Figure 1. Register map, names as in the netlist (run 1).
Bar = 20 um. Other sequential cells in the stronger gray, the rest of the logic in the fainter gray.
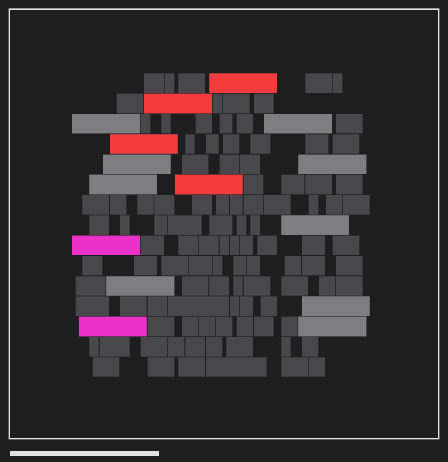
Figure 2. Gate-type map (run 1).
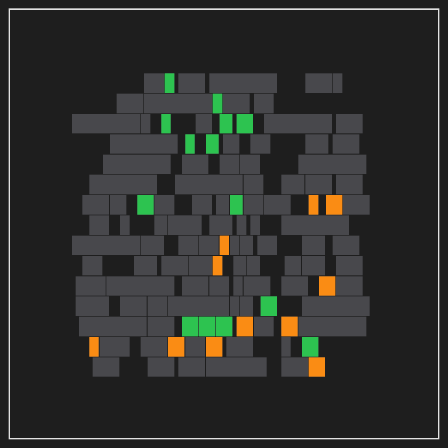
Figure 3. Metal layers overlaid (run 1).
Bar = 20 um. Only two layers are drawn.
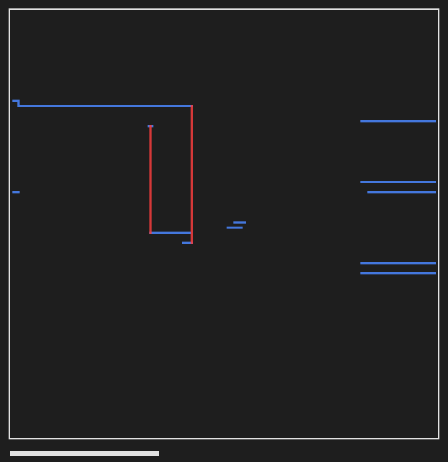
Figure 4. Placed cells, one color a class (run 1).
Bar = 20 um.
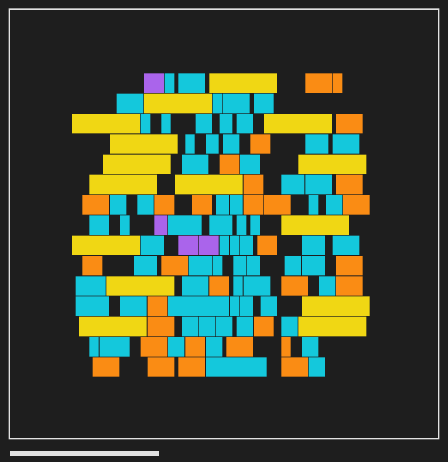
`src/rtl/rr_arbiter_pkg.sv`:
```
// Shared definitions for the round-robin arbiter family: FSM state encoding
// and an index helper that also works for non-power-of-two requester counts.
package rr_arbiter_pkg;

    typedef enum logic {
        StIdle  = 1'b0,
        StGrant = 1'b1
    } arb_state_e;

    // Index following idx, wrapping back to 0 at n.
    function automatic int unsigned wrap_inc(input int unsigned idx, input int unsigned n);
        return (idx + 1 >= n) ? 0 : idx + 1;
    endfunction

endpackage

```
`src/rtl/rr_pick.sv`:
```
// Combinational round-robin pick: first set request scanning upward from ptr,
// built as a double-width rotate followed by a priority encoder.
module rr_pick #(
    parameter int unsigned N   = 4,
    parameter int unsigned IdW = $clog2(N)
) (
    input  logic [N-1:0]   req,
    input  logic [IdW-1:0] ptr,
    output logic [IdW-1:0] pick,
    output logic           valid
);

    logic [N-1:0] rot;

    // Bit i of rot is the request i positions above ptr (mod N).
    assign rot   = N'({req, req} >> ptr);
    assign valid = |req;

    always_comb begin
        pick = '0;
        // Descending scan so the lowest rotated position wins.
        for (int i = N - 1; i >= 0; i--) begin
            if (rot[i]) begin
                pick = IdW'((32'(ptr) + 32'(i)) % N);
            end
        end
    end

endmodule

```
`src/rtl/rr_arbiter.sv`:
```
// Round-robin req/gnt/done arbiter for the shared gate datapath: rotating
// priority, bounded hold time, registered one-hot grant and index outputs.
module rr_arbiter
    import rr_arbiter_pkg::*;
#(
    parameter int unsigned N        = 4,
    parameter int unsigned HOLD_MAX = 16
) (
    input  logic                 clk,
    input  logic                 rst_n,
    input  logic [N-1:0]         req,
    input  logic [N-1:0]         done,
    output logic [N-1:0]         gnt,
    output logic [$clog2(N)-1:0] gnt_id,
    output logic                 busy,
    output logic                 timeout
);

    localparam int unsigned IdW  = $clog2(N);
    localparam int unsigned CntW = $clog2(HOLD_MAX);
    localparam logic [CntW-1:0] CntLast = CntW'(HOLD_MAX - 1);

    arb_state_e     state_q, state_d;
    logic [IdW-1:0] ptr_q, ptr_d;
    logic [CntW-1:0] cnt_q, cnt_d;
    logic [N-1:0]   gnt_q, gnt_d;
    logic [IdW-1:0] gnt_id_q, gnt_id_d;
    logic           busy_q, busy_d;
    logic           timeout_q, timeout_d;

    logic [IdW-1:0] pick;
    logic           pick_valid;
    logic           done_hit;
    logic           req_hit;
    logic           limit;

    rr_pick #(
        .N   (N),
        .IdW (IdW)
    ) u_pick (
        .req   (req),
        .ptr   (ptr_q),
        .pick  (pick),
        .valid (pick_valid)
    );

    assign done_hit = done[gnt_id_q];
    assign req_hit  = req[gnt_id_q];
    assign limit    = (cnt_q == CntLast);

    always_comb begin
        state_d   = state_q;
        ptr_d     = ptr_q;
        cnt_d     = cnt_q;
        gnt_d     = gnt_q;
        gnt_id_d  = gnt_id_q;
        busy_d    = busy_q;
        timeout_d = 1'b0;

        unique case (state_q)
            StIdle: begin
                if (pick_valid) begin
                    state_d     = StGrant;
                    gnt_d       = '0;
                    gnt_d[pick] = 1'b1;
                    gnt_id_d    = pick;
                    busy_d      = 1'b1;
                    cnt_d       = '0;
                end
            end
            StGrant: begin
                if (done_hit || !req_hit || limit) begin
                    state_d   = StIdle;
                    gnt_d     = '0;
                    gnt_id_d  = '0;
                    busy_d    = 1'b0;
                    ptr_d     = IdW'(wrap_inc(32'(gnt_id_q), N));
                    // Only a release forced purely by the hold limit is a timeout.
                    timeout_d = limit && !done_hit && req_hit;
                end else if (cnt_q != CntLast) begin
                    cnt_d = cnt_q + 1'b1;
                end
            end
            default: state_d = StIdle;
        endcase
    end

    always_ff @(posedge clk or negedge rst_n) begin
        if (!rst_n) begin
            state_q   <= StIdle;
            ptr_q     <= '0;
            cnt_q     <= '0;
            gnt_q     <= '0;
            gnt_id_q  <= '0;
            busy_q    <= 1'b0;
            timeout_q <= 1'b0;
        end else begin
            state_q   <= state_d;
            ptr_q     <= ptr_d;
            cnt_q     <= cnt_d;
            gnt_q     <= gnt_d;
            gnt_id_q  <= gnt_id_d;
            busy_q    <= busy_d;
            timeout_q <= timeout_d;
        end
    end

    assign gnt     = gnt_q;
    assign gnt_id  = gnt_id_q;
    assign busy    = busy_q;
    assign timeout = timeout_q;

endmodule

```
`config.mk`:
```
export PLATFORM = sky130hd
export DESIGN_NAME = rr_arbiter
export DESIGN_NICKNAME = d
export VERILOG_FILES = /design/src/rtl/rr_arbiter_pkg.sv /design/src/rtl/rr_pick.sv /design/src/rtl/rr_arbiter.sv
export SDC_FILE = /design/constraint.sdc
export NUM_CORES = 1
export LEC_CHECK = 0
export CAP_MARGIN = 5
export CORE_MARGIN = 8
export CORE_UTILIZATION = 52
export CTS_BUF_LIST = sky130_fd_sc_hd__clkbuf_4 sky130_fd_sc_hd__clkbuf_8
export CTS_CLUSTER_DIAMETER = 60
export DETAILED_ROUTE_END_ITERATION = 8
export GPL_ROUTABILITY_DRIVEN = 0
export PLACE_DENSITY = 0.81
export RECOVER_POWER = 100
export SLEW_MARGIN = 25
export SYNTH_ARGS = -nofsm -noshare
export SYNTH_HDL_FRONTEND = slang
export SYNTH_HIERARCHICAL = 1
export SYNTH_SLANG_ARGS = --single-unit
```
`constraint.sdc`:
```
create_clock -name clk -period 1.9 [get_ports clk]
set_clock_uncertainty 0.1 [all_clocks]
set_input_delay 0.285 -clock clk [delete_from_list [all_inputs] [get_ports clk]]
set_output_delay 0.285 -clock clk [all_outputs]
set_load 0.01 [all_outputs]
```
==> Table 3: Implementation characteristics, run 1 <==
Physical design parameters

Parameter                              Value

Run status
  Result of the run .................. complete, no violations

Power
  Leakage power .................. 0.000584 uW

Worst setup path
  Endpoint type of the worst setup path .................. register
  R2R depth .................. 3
  Critical Path Start Type .................. input port
  Maximum fanout encountered on the critical timing path .................. 9
  RR Endpoint .................. ptr_q[1]

Clock network
  Clock buffer count from CTS .................. 3
  Hold-fix buffer count after cts .................. 0
  Number of buffers on the longest clock path .................. 2
  Clock slew seen by the registers of the worst setup and hold paths .................. 100 ps

Hold path
  Endpoint of the worst hold path .................. cnt_q[3]
  Critical hold path startpoint .................. cnt_q[3]

Die
  Die extent in x .................. 57.4 um
  Number of top-level pins .................. 18

Global routing
  Antenna violations before repair .................. 0
  Vias in the first global route .................. 738

Place
  Count of buffers from port buffering .................. 17

Yosys
  Share of the synthesized area in the top cell type .................. 42.1%
  Synthesized-area fraction occupied by xor and xnor cells .................. 0%
  Proportion of synthesized chip area in sequential cells .................. 42.1%

Timing
  Final period util .................. 96.6%
  Relative max-transition margin .................. 46.2%
  Final Max Tran Viols .................. 0

Job
  Max-capacitance violation count .................. 0
Back to the opening pictures, Figure 1:
legend:
  magenta:
    signal: ptr_q
    flops: 2
  red:
    signal: cnt_q
    flops: 4
    where: north
not colored: 9
Seq/total area: 31.6%
power consumed by sequential cells: 572 uW
utilization after layout: 71.0%
storage element area: 375 um^2

Back to the opening pictures, Figure 2:
legend:
  orange:
    family: NOR gates
    cells: 11
    most_used: nor2b_1
  green:
    family: NAND gates
    cells: 14
    most_used: nand2b_1
number of standard cells in the final layout excluding fillers: 135
multi-input gate share of total cell area: 39.5%
most used logic cell in the final layout: sky130_fd_sc_hd__dfrtp_1

Back to the opening pictures, Figure 3:
legend:
  red:
    layer: metal 4
    wire_length: 32.6 um
  blue:
    layer: metal 3
    wire_length: 83.6 um
Total Routed Length: 2120 um
DR vias: 758
All-Layer GR Usage: 13.7%
Routed WL per cell: 15.7 um

Back to the opening pictures, Figure 4:
legend:
  yellow:
    class: flops
    cells: 15
  purple:
    class: clock drivers and dummy loads
    cells: 4
  orange:
    class: other buffers and delay cells
    cells: 31
  cyan:
    class: combinational and other logic
    cells: 68
post-layout instance area: 0.00119 mm^2
FP Rows: 15

==> run 1: worst max path at each step <==
stage                     slack (ps)       from  endpoint
after CTS                         80     req[1]  ptr_q[1]
after detailed placement        -230     req[1]  ptr_q[1]
final                             60     req[1]   state_q
after floorplan                  150  gnt_id[1]   state_q
after global routing              30     req[1]  ptr_q[1]
after global placement          -180     req[1]  ptr_q[0]
==> run 1: worst max-delay path, stage by stage <==
cell                              delay, ps
sky130_fd_sc_hd__clkdlybuf4s50_1        450
sky130_fd_sc_hd__nor2b_1                150
sky130_fd_sc_hd__mux4_2                 480
sky130_fd_sc_hd__and3_2                 320
sky130_fd_sc_hd__or2_1                  230
==> run 1: metal layers <==
metal,global-route usage (%),share of wire [%],vias up
li1,-,-,373
met1,15.1,43,368
met2,23.2,51,13
met3,4.04,3.9,4
met4,7.14,1.5,0
met5,0,0,-
==> run 1: sequential cells by signal, summed over array words and instances, names as in the netlist <==
signal / flops
gnt: 4
busy: 1
timeout: 1
ptr_q: 2
state_q: 1
gnt_id: 2
cnt_q: 4
==> run 1: cell type report <==
class	instances	share of cell area, %
Multi-Input combinational cell	61	39.5
Sequential cell	15	31.6
Timing Repair Buffer	31	22.6
Inverter	7	2.22
Clock buffer	3	1.90
Tap cell	17	1.79
Clock inverter	1	0.422
==> run 1: metrics by stage <==
step                      TNS (ps)  cells
final                            0    135
after global routing             0    135
after CTS                        0    135
after detailed placement     -1750    131
after global placement       -1090    131
after floorplan                  0     86
==> run 1: power by group through the flow <==
stage	logic [uW]	registers, uW	clock network, uW
2_1_floorplan	369	559	0
3_3_place_gp	668	570	0
3_5_place_dp	694	579	0
4_1_cts	699	573	193
5_1_grt	731	590	210
6_report	664	572	187
==> run 2: changes to the inputs <==
--- a/config.mk
+++ b/config.mk
@@ -12,6 +12,7 @@
 export CTS_CLUSTER_DIAMETER = 60
 export DETAILED_ROUTE_END_ITERATION = 8
 export GPL_ROUTABILITY_DRIVEN = 0
+export GPL_TIMING_DRIVEN = 1
 export PLACE_DENSITY = 0.81
 export RECOVER_POWER = 100
 export SLEW_MARGIN = 25
==> run 2 against run 1 <==
Net effect:
- critical path depth unchanged
- critical path type unchanged
- synthesized cell count stayed put
- global-route usage is the same
- largest cell class unchanged
- combinational power hardly changed
- first-iteration DRC count stayed put
==> Table 3: Implementation characteristics, run 2 <==
Physical design parameters

Parameter                              Value

Hold path
  Critical hold path startpoint .................. cnt_q[3]
  Endpoint of the worst hold path .................. cnt_q[3]

Routing
  Total Routed Length .................. 2120 um

Global routing
  Antenna violations before repair .................. 0
  All-Layer GR Usage .................. 13.7%
  Vias in the first global route .................. 738

Timing
  Relative max-transition margin .................. 46.2%

Clock network
  Clock slew seen by the registers of the worst setup and hold paths .................. ~100 ps
  Clock buffer count from CTS .................. 3

Worst setup path
  Maximum fanout encountered on the critical timing path .................. 9
  Number of cells on the critical path .................. 5
  Slowest Stage Delay on Critical Path .................. 480 ps
  Critical Path Start Type .................. input port

Die
  FP Rows .................. 15

Run status
  Result of the run .................. complete, no violations

Finish
  Most used logic cell in the final layout .................. sky130_fd_sc_hd__dfrtp_1
  Utilization after layout .................. a little under three quarters

Yosys
  Share of the synthesized area in the top cell type .................. 42.1%
  Proportion of synthesized chip area in sequential cells .................. between 40% and 50%

Job
  Max-capacitance violation count .................. 0
run 2: cell counts in the layout (fill, tap and decap cells not counted):
Identical to the previous run, type by type.
run 2: routing by layer:
layer | track usage (%) | vias to the layer above | wire, um
met5 | 0 | - | 0
met4 | 7.14 | 0 | 32
met3 | 4.04 | 4 | 83
met2 | 23.2 | 13 | 1080
met1 | 15.1 | 368 | 914
li1 | - | 373 | -
run 2: power groups by stage:
stage | Clock (uW) | Sequential [uW] | Combinational (uW)
6_report | 187 | 572 | 664
5_1_grt | 210 | 590 | 731
4_1_cts | 193 | 573 | 699
3_5_place_dp | 0 | 579 | 694
3_3_place_gp | 0 | 570 | 668
2_1_floorplan | 0 | 559 | 369
run 2: area by class of cell:
type	instances	area (um^2)
clock buffers	3	22.5
clock inverters	1	5.00
fillers	152	484
inverters	7	26.3
multi-input cells	61	468
flip-flops and latches	15	375
well taps	17	21.3
repair buffers	31	268
run 2: how the worst max path moves through the flow:
| stage | start | to | slack (ps) |
|---|---|---|---|
| 3_5_place_dp | req[1] | ptr_q[1] | -230 |
| 2_1_floorplan | gnt_id[1] | state_q | 150 |
| 6_report | req[1] | state_q | 60 |
| 4_1_cts | req[1] | ptr_q[1] | 80 |
| 5_1_grt | req[1] | ptr_q[1] | 30 |
| 3_3_place_gp | req[1] | ptr_q[0] | -180 |
run 2: kinds of logic after synthesis:
kind of cell    synth area share (%)
buf+inv                         5.05
compound gates                  13.3
flops                           42.1
fa+ha+maj                       2.80
simple gates                    19.1
mux                             17.7
run 2: metrics by stage:
stage	total power [uW]	TNS (ps)	setup slack, ps	instances	hold slack [ps]
after global routing	1530	0	26.5	135	434
after detailed placement	1270	-1750	-227	131	389
after floorplan	928	0	148	86	-111
after CTS	1470	0	78.7	135	195
after global placement	1240	-1090	-176	131	378
final	1420	0	64.7	135	404
Figure 5. Placed cells, one color a class (run 2).
Bar = 20 um.
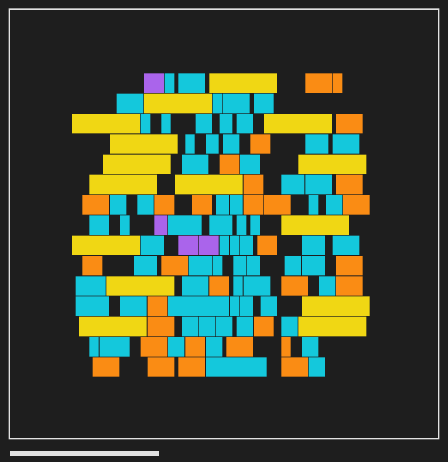
legend:
  yellow:
    class: flops
    cells: 15
  purple:
    class: clock drivers and dummy loads
    cells: 4
  orange:
    class: other buffers and delay cells
    cells: 31
  cyan:
    class: combinational and other logic
    cells: 68
area inside the core boundary: 0.00167 mm^2

==> run 3: changes to the inputs <==
--- a/config.mk
+++ b/config.mk
@@ -6,6 +6,7 @@
 export NUM_CORES = 1
 export LEC_CHECK = 0
 export CAP_MARGIN = 5
+export CORE_ASPECT_RATIO = 0.8
 export CORE_MARGIN = 8
 export CORE_UTILIZATION = 52
 export CTS_BUF_LIST = sky130_fd_sc_hd__clkbuf_4 sky130_fd_sc_hd__clkbuf_8
==> run 3 against run 2 <==
Net effect:
- register-to-register slack about the same
- synthesized cell count did not move
- global-route usage increased by 0.12 points
- clock-buffer cell count unchanged
- setup slack worse by 8.0 ps
==> Table 3: Implementation characteristics, run 3 <==
Physical design parameters

Parameter                              Value

Global routing
  All-Layer GR Usage .................. 13.8%
  Antenna violations before repair .................. 0

Clock network
  Clock slew seen by the registers of the worst setup and hold paths .................. 90 ps
  Clock buffer count from CTS .................. 3
  Number of buffers on the longest clock path .................. 2
  Hold-fix buffer count after cts .................. 0

Power
  PnR Total Power .................. 1410 uW
  Leakage power .................. between 0.0005 and 0.0006 uW

Yosys
  Proportion of synthesized chip area in sequential cells .................. 42.1%

Routing
  Total Routed Length .................. 2040 um
  DR vias .................. 746
  Routed WL per cell .................. approximately 15 um

Worst setup path
  Slowest Stage Delay on Critical Path .................. 480 ps
  Maximum fanout encountered on the critical timing path .................. 9
  Family with the most delay on the worst path .................. simple AND/OR/NAND/NOR gates

Run status
  Result of the run .................. complete, no violations

Place
  Count of buffers from port buffering .................. 17
  Worst slack after detailed placement .................. -227 ps

Die
  Die extent in x .................. 62.3 um
  Number of top-level pins .................. 18
  FP Rows .................. 13

Job
  Max-capacitance violation count .................. 0

Timing
  Final Max Tran Viols .................. 0
-- run 3: cell type report --
type	instances	area, um^2	share of cell area, %
sequential	15	375	31.4
tap	22	27.5	2.30
clock inverter	1	5.00	0.418
inverter	7	26.3	2.20
multi-input combinational	61	468	39.1
timing repair buffer	31	272	22.7
clock buffer	3	22.5	1.88
-- run 3: layer usage --
metal / vias up / GRT usage, % / routed length [um]
met4: 0 / 5.66 / 28
met3: 5 / 4.84 / 108
li1: 374 / - / -
met5: - / 0 / 0
met2: 13 / 24.0 / 984
met1: 354 / 15.5 / 916
-- run 3: path summary, 6_finish.rpt --
path / from / end / slack [ps] / cells after the start
min reg2reg: busy / busy / 400 / 1
max: req[1] / state_q / 60 / 5
max reg2reg: gnt_id[1] / state_q / 170 / 3
min: busy / busy / 400 / 1
max in group asynchronous: rst_n / cnt_q[3] / 710 / 2
min in group asynchronous: rst_n / cnt_q[2] / 490 / 2
-- run 3: kinds of logic after synthesis --
| group | synth area share (%) |
|---|---|
| AND/OR/NAND/NOR | 19.1 |
| adder cells (fa/ha/maj) | 2.80 |
| multiplexers | 17.7 |
| buffers and inverters | 5.05 |
| flip-flops | 42.1 |
| AND-OR/OR-AND | 13.3 |
-- run 3: through the flow --
stage	instances	cell area (um^2)	hold WS, ps
after floorplan	86	892	-111
after global placement	136	1180	381
after detailed placement	136	1180	383
after CTS	140	1200	208
after global routing	140	1200	429
final	140	1200	398
-- run 3: power by group through the flow --
stage	registers [uW]	clock network [uW]	logic, uW
floorplan	559	0	369
global placement	569	0	669
detailed placement	581	0	691
CTS	572	188	699
global route	595	200	732
finish	568	181	664
Figure 6. Gate-type map (run 3).
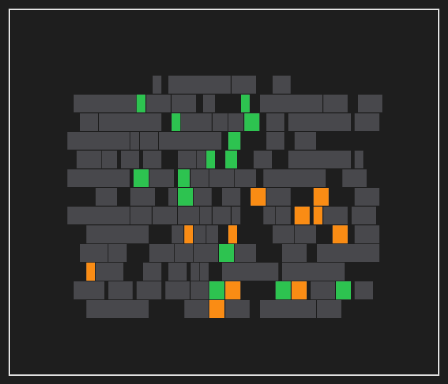
legend:
  orange:
    family: NOR gates
    cells: 11
    most_used: nor2b_1
  green:
    family: NAND gates
    cells: 14
    most_used: nand2b_1
multi-input gate share of total cell area: 39.1%
number of standard cells in the final layout excluding fillers: 140

Power is estimated from default activity; no workload was simulated.
